Fig. 1: signal metal coverage by tile
Scale bar: 20 µm. 14 x 18 tiles, from black (low) to pale yellow (high), scaled to the fullest tile. Values are wire area over tile area, all layers added.
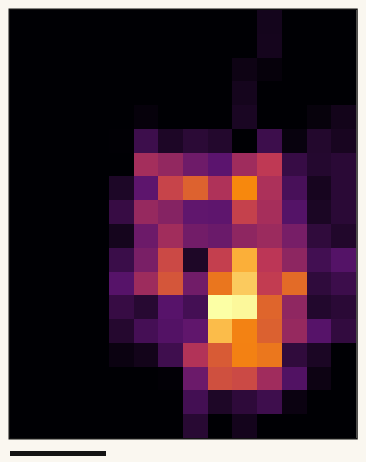
Fig. 2: cell classes on the final placement
Fill, decap, tap and diode cells in grey.
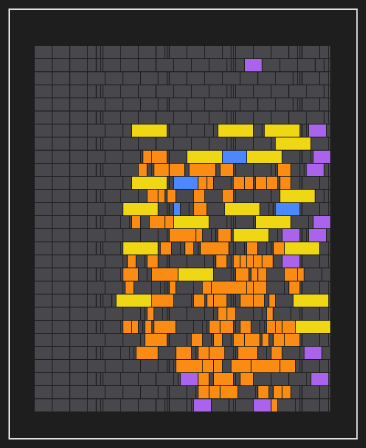
Fig. 3: sequential cells coloured by netlist name
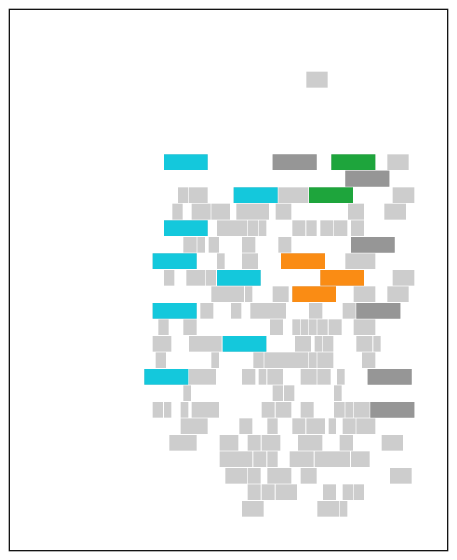
==> config.mk <==
export PLATFORM = sky130hd
export DESIGN_NAME = traffic_ctrl
export DESIGN_NICKNAME = d
export VERILOG_FILES = /design/src/rtl/traffic_ctrl.sv
export SDC_FILE = /design/constraint.sdc
export NUM_CORES = 1
export LEC_CHECK = 0
export ABC_CLOCK_PERIOD_IN_PS = 6900
export CAP_MARGIN = 15
export CORE_AREA = 5 5 67 84
export CTS_CLUSTER_DIAMETER = 30
export DETAILED_ROUTE_END_ITERATION = 6
export DIE_AREA = 0 0 72 89
export SLEW_MARGIN = 20
export SYNTH_ARGS = -nofsm -noshare
export SYNTH_HDL_FRONTEND = slang
export SYNTH_SLANG_ARGS = --single-unit
==> constraint.sdc <==
create_clock -name clk -period 6.9 [get_ports clk]
set_input_delay 1.38 -clock clk [delete_from_list [all_inputs] [get_ports clk]]
set_output_delay 1.38 -clock clk [all_outputs]
set_load 0.01 [all_outputs]
==> qor.tcl <==
set qor(synth_flop_count) 19
set qor(routability_driven_placement_congestion_ratio) 0.830
set qor(proportion_of_power_drawn_by_the_clock_network_pct) 35.5
set qor(postSynthSeqShare_pct) 33.5
set qor(yosysWarningCount) 0
set qor(remaining_drc_errors) 0
set qor(status) {complete, no violations}
set qor(ys_cells) 129
set qor(power_frac_seq_pct) 54.7
set qor(final-hold-violation-count) 0
set qor(synthDistinctLibCells) 43
set qor(synthFlopType) {dfxtp_1}
set qor(number_of_flip_flops_in_the_largest_register) 8
set qor(netlist_top_cells_count) {19 x dfxtp_1, 9 x nand2_1, 8 x nor3_1}
set qor(path_cells) {clkdlybuf4s50_1, nand2b_1, and3_1, or3b_1, and2_1, a21oi_4, a2111oi_2}
set qor(met3_usage_pct) 2.47
set qor(clock-sinks) 19
set qor(ant_nets) 0
set qor(post_synth_and_or_nand_nor_area_fraction_pct) 32.6
set qor(synth_top_cell_by_area) {dfxtp_1}
set qor(synth.cellmix.adderShare_pct) 4.41
set qor(hold_crit_depth) 2
set qor(fill_cells) 508
set qor(synth.top_cells.by_area) {dfxtp_1 33%, ha_1 4.4%, a2111oi_2 4.0%}
set qor(post_dp_cell_area_um2) 1320
set qor(antenna-diode-count) 0
set qor(yosys.area_share.xor_xnor_pct) 3.08
set qor(finalCritPeriodShare_pct) 42.7
set qor(coreArea_um2) 4690
set qor(number_of_antenna_violations_at_the_first_check_in_global_routing) 0
set qor(grt-busiest-layer) {met2}
set qor(synthCells) 129
set qor(cts_root_buffer) {clkbuf_8}
set qor(met2_usage_pct) 15.2
set qor(critPathTopFamily) {simple AND/OR/NAND/NOR gates}
set qor(synth.cell_area_um2) 1140
set qor(cts_hold_repair.buffers) 0
set qor(first_iter_violations) 99
set qor(ff_to_ff_path_depth) 6
set qor(yosys-dominant-comb-family) {simple AND/OR/NAND/NOR gates}
set qor(arrival_ps) 3080
set qor(detail_route.vias_per_cell) 4.92
set qor(crit_path_top_delay_cell) {clkdlybuf4s50_1}
set qor(power_report.internal_total_w) 0.000165
set qor(hold_class) {reg -> reg}
set qor(crit_path_max_incr_delay_ps) 450
set qor(number_of_instances_resized_during_post_cts_repair) 0
set qor(htree_levels) 1
set qor(wl_met3_um) 125
set qor(power.density_cell_area_nw_per_um2) 158
set qor(critical_path.max_fanout) 8
set qor(io-pin-count) 14
set qor(overflow) 0
set qor(criticalPathCategory) {in -> reg}
set qor(route.top_layer_used) {met4}
set qor(post-cts-setup-buffers) 0
set qor(power_leakage_nw) 0.491
set qor(synth-area-yosys_um2) 1140
set qor(final-max-slew-violation-count) 0
set qor(yosys.area_share.aoi_pct) 21.8
set qor(grt_max_degree) 15
set qor(rrSetupSlack_ps) 4360
set qor(globalRouteMet1Util_pct) 8.72
set qor(fp_nets) 138
set qor(layout_setup_ws_ps) 3950
set qor(logic_area_um2) 713
set qor(detail_route.first_pass.iterations) 4
set qor(fin_crit_ps) 2950
set qor(die_height_um) 89
set qor(critPathRequiredTime_ps) 7030
set qor(end_kind) {register}
set qor(power.share.switching_pct) 23.5
set qor(chip_area_um2) 6410
set qor(total_clock_buffers_created_by_cts) 3
set qor(final_cell_mix) {19 x dfxtp_1, 13 x clkdlybuf4s50_1, 9 x nand2_1}
set qor(clock_tree.buffer_depth) 2
set qor(asyncSetResetFlopFracSynth_pct) 0
set qor(netSwitchingPower_w) 0.0000506
set qor(dr_wl_met2_um) 1270
set qor(initial_utilization_pct) 24.2
set qor(avg_synthesized_cell_area_um2) 8.81
set qor(ir_drop_mv) 0.0438
-- Fig. 1 (at the start) --
The mean over all tiles is 0.064. 9.5% of the tiles are over half the peak. The emptiest ninth of the die: north-west.
routed wire length: 2550 µm
via count: 989
global-route usage over all layers: 8.44%
average wire per standard cell: 12.7 µm

-- Fig. 2 (at the start) --
Key: yellow = flops [cells 19]; orange = all other logic [cells 105]; purple = other buffers and delay cells [cells 13]; blue = clock drivers and dummy loads [cells 4]
Util after Layout: 29.1%
Core Rows: 28
final instance area: 1370 µm²
register share of the cell area: 27.8%

-- Fig. 3 (at the start) --
Key: green = lb [placed flops 2]; orange = state [placed flops 3]; cyan = cnt [placed flops 8, where centre]
Seq power: 0.000118 W
Flop area: 380 µm²

stage by stage:
step	util, %	instances	power [W]
2_1_floorplan	-	129	0.000135
3_3_place_gp	28.1	197	0.000142
3_5_place_dp	28.1	197	0.000142
4_1_cts	29.1	201	0.000218
5_1_grt	29.1	201	0.000227
6_report	29.1	201	0.000215
area by class of cell:
type | instances | share of cell area [%]
Multi-Input combinational cell | 99 | 52.2
Sequential cell | 19 | 27.8
Timing Repair Buffer | 13 | 9.52
Tap cell | 60 | 5.49
Clock buffer | 4 | 3.30
Inverter | 6 | 1.65
power by group through the flow:
stage	logic [W]	registers [W]	clock network (W)
floorplan	0.0000172	0.000118	0
global placement	0.0000213	0.000120	0
detailed placement	0.0000217	0.000120	0
CTS	0.0000217	0.000118	0.0000789
global route	0.0000242	0.000118	0.0000845
finish	0.0000212	0.000118	0.0000764
Power is estimated from default activity; no workload was simulated.
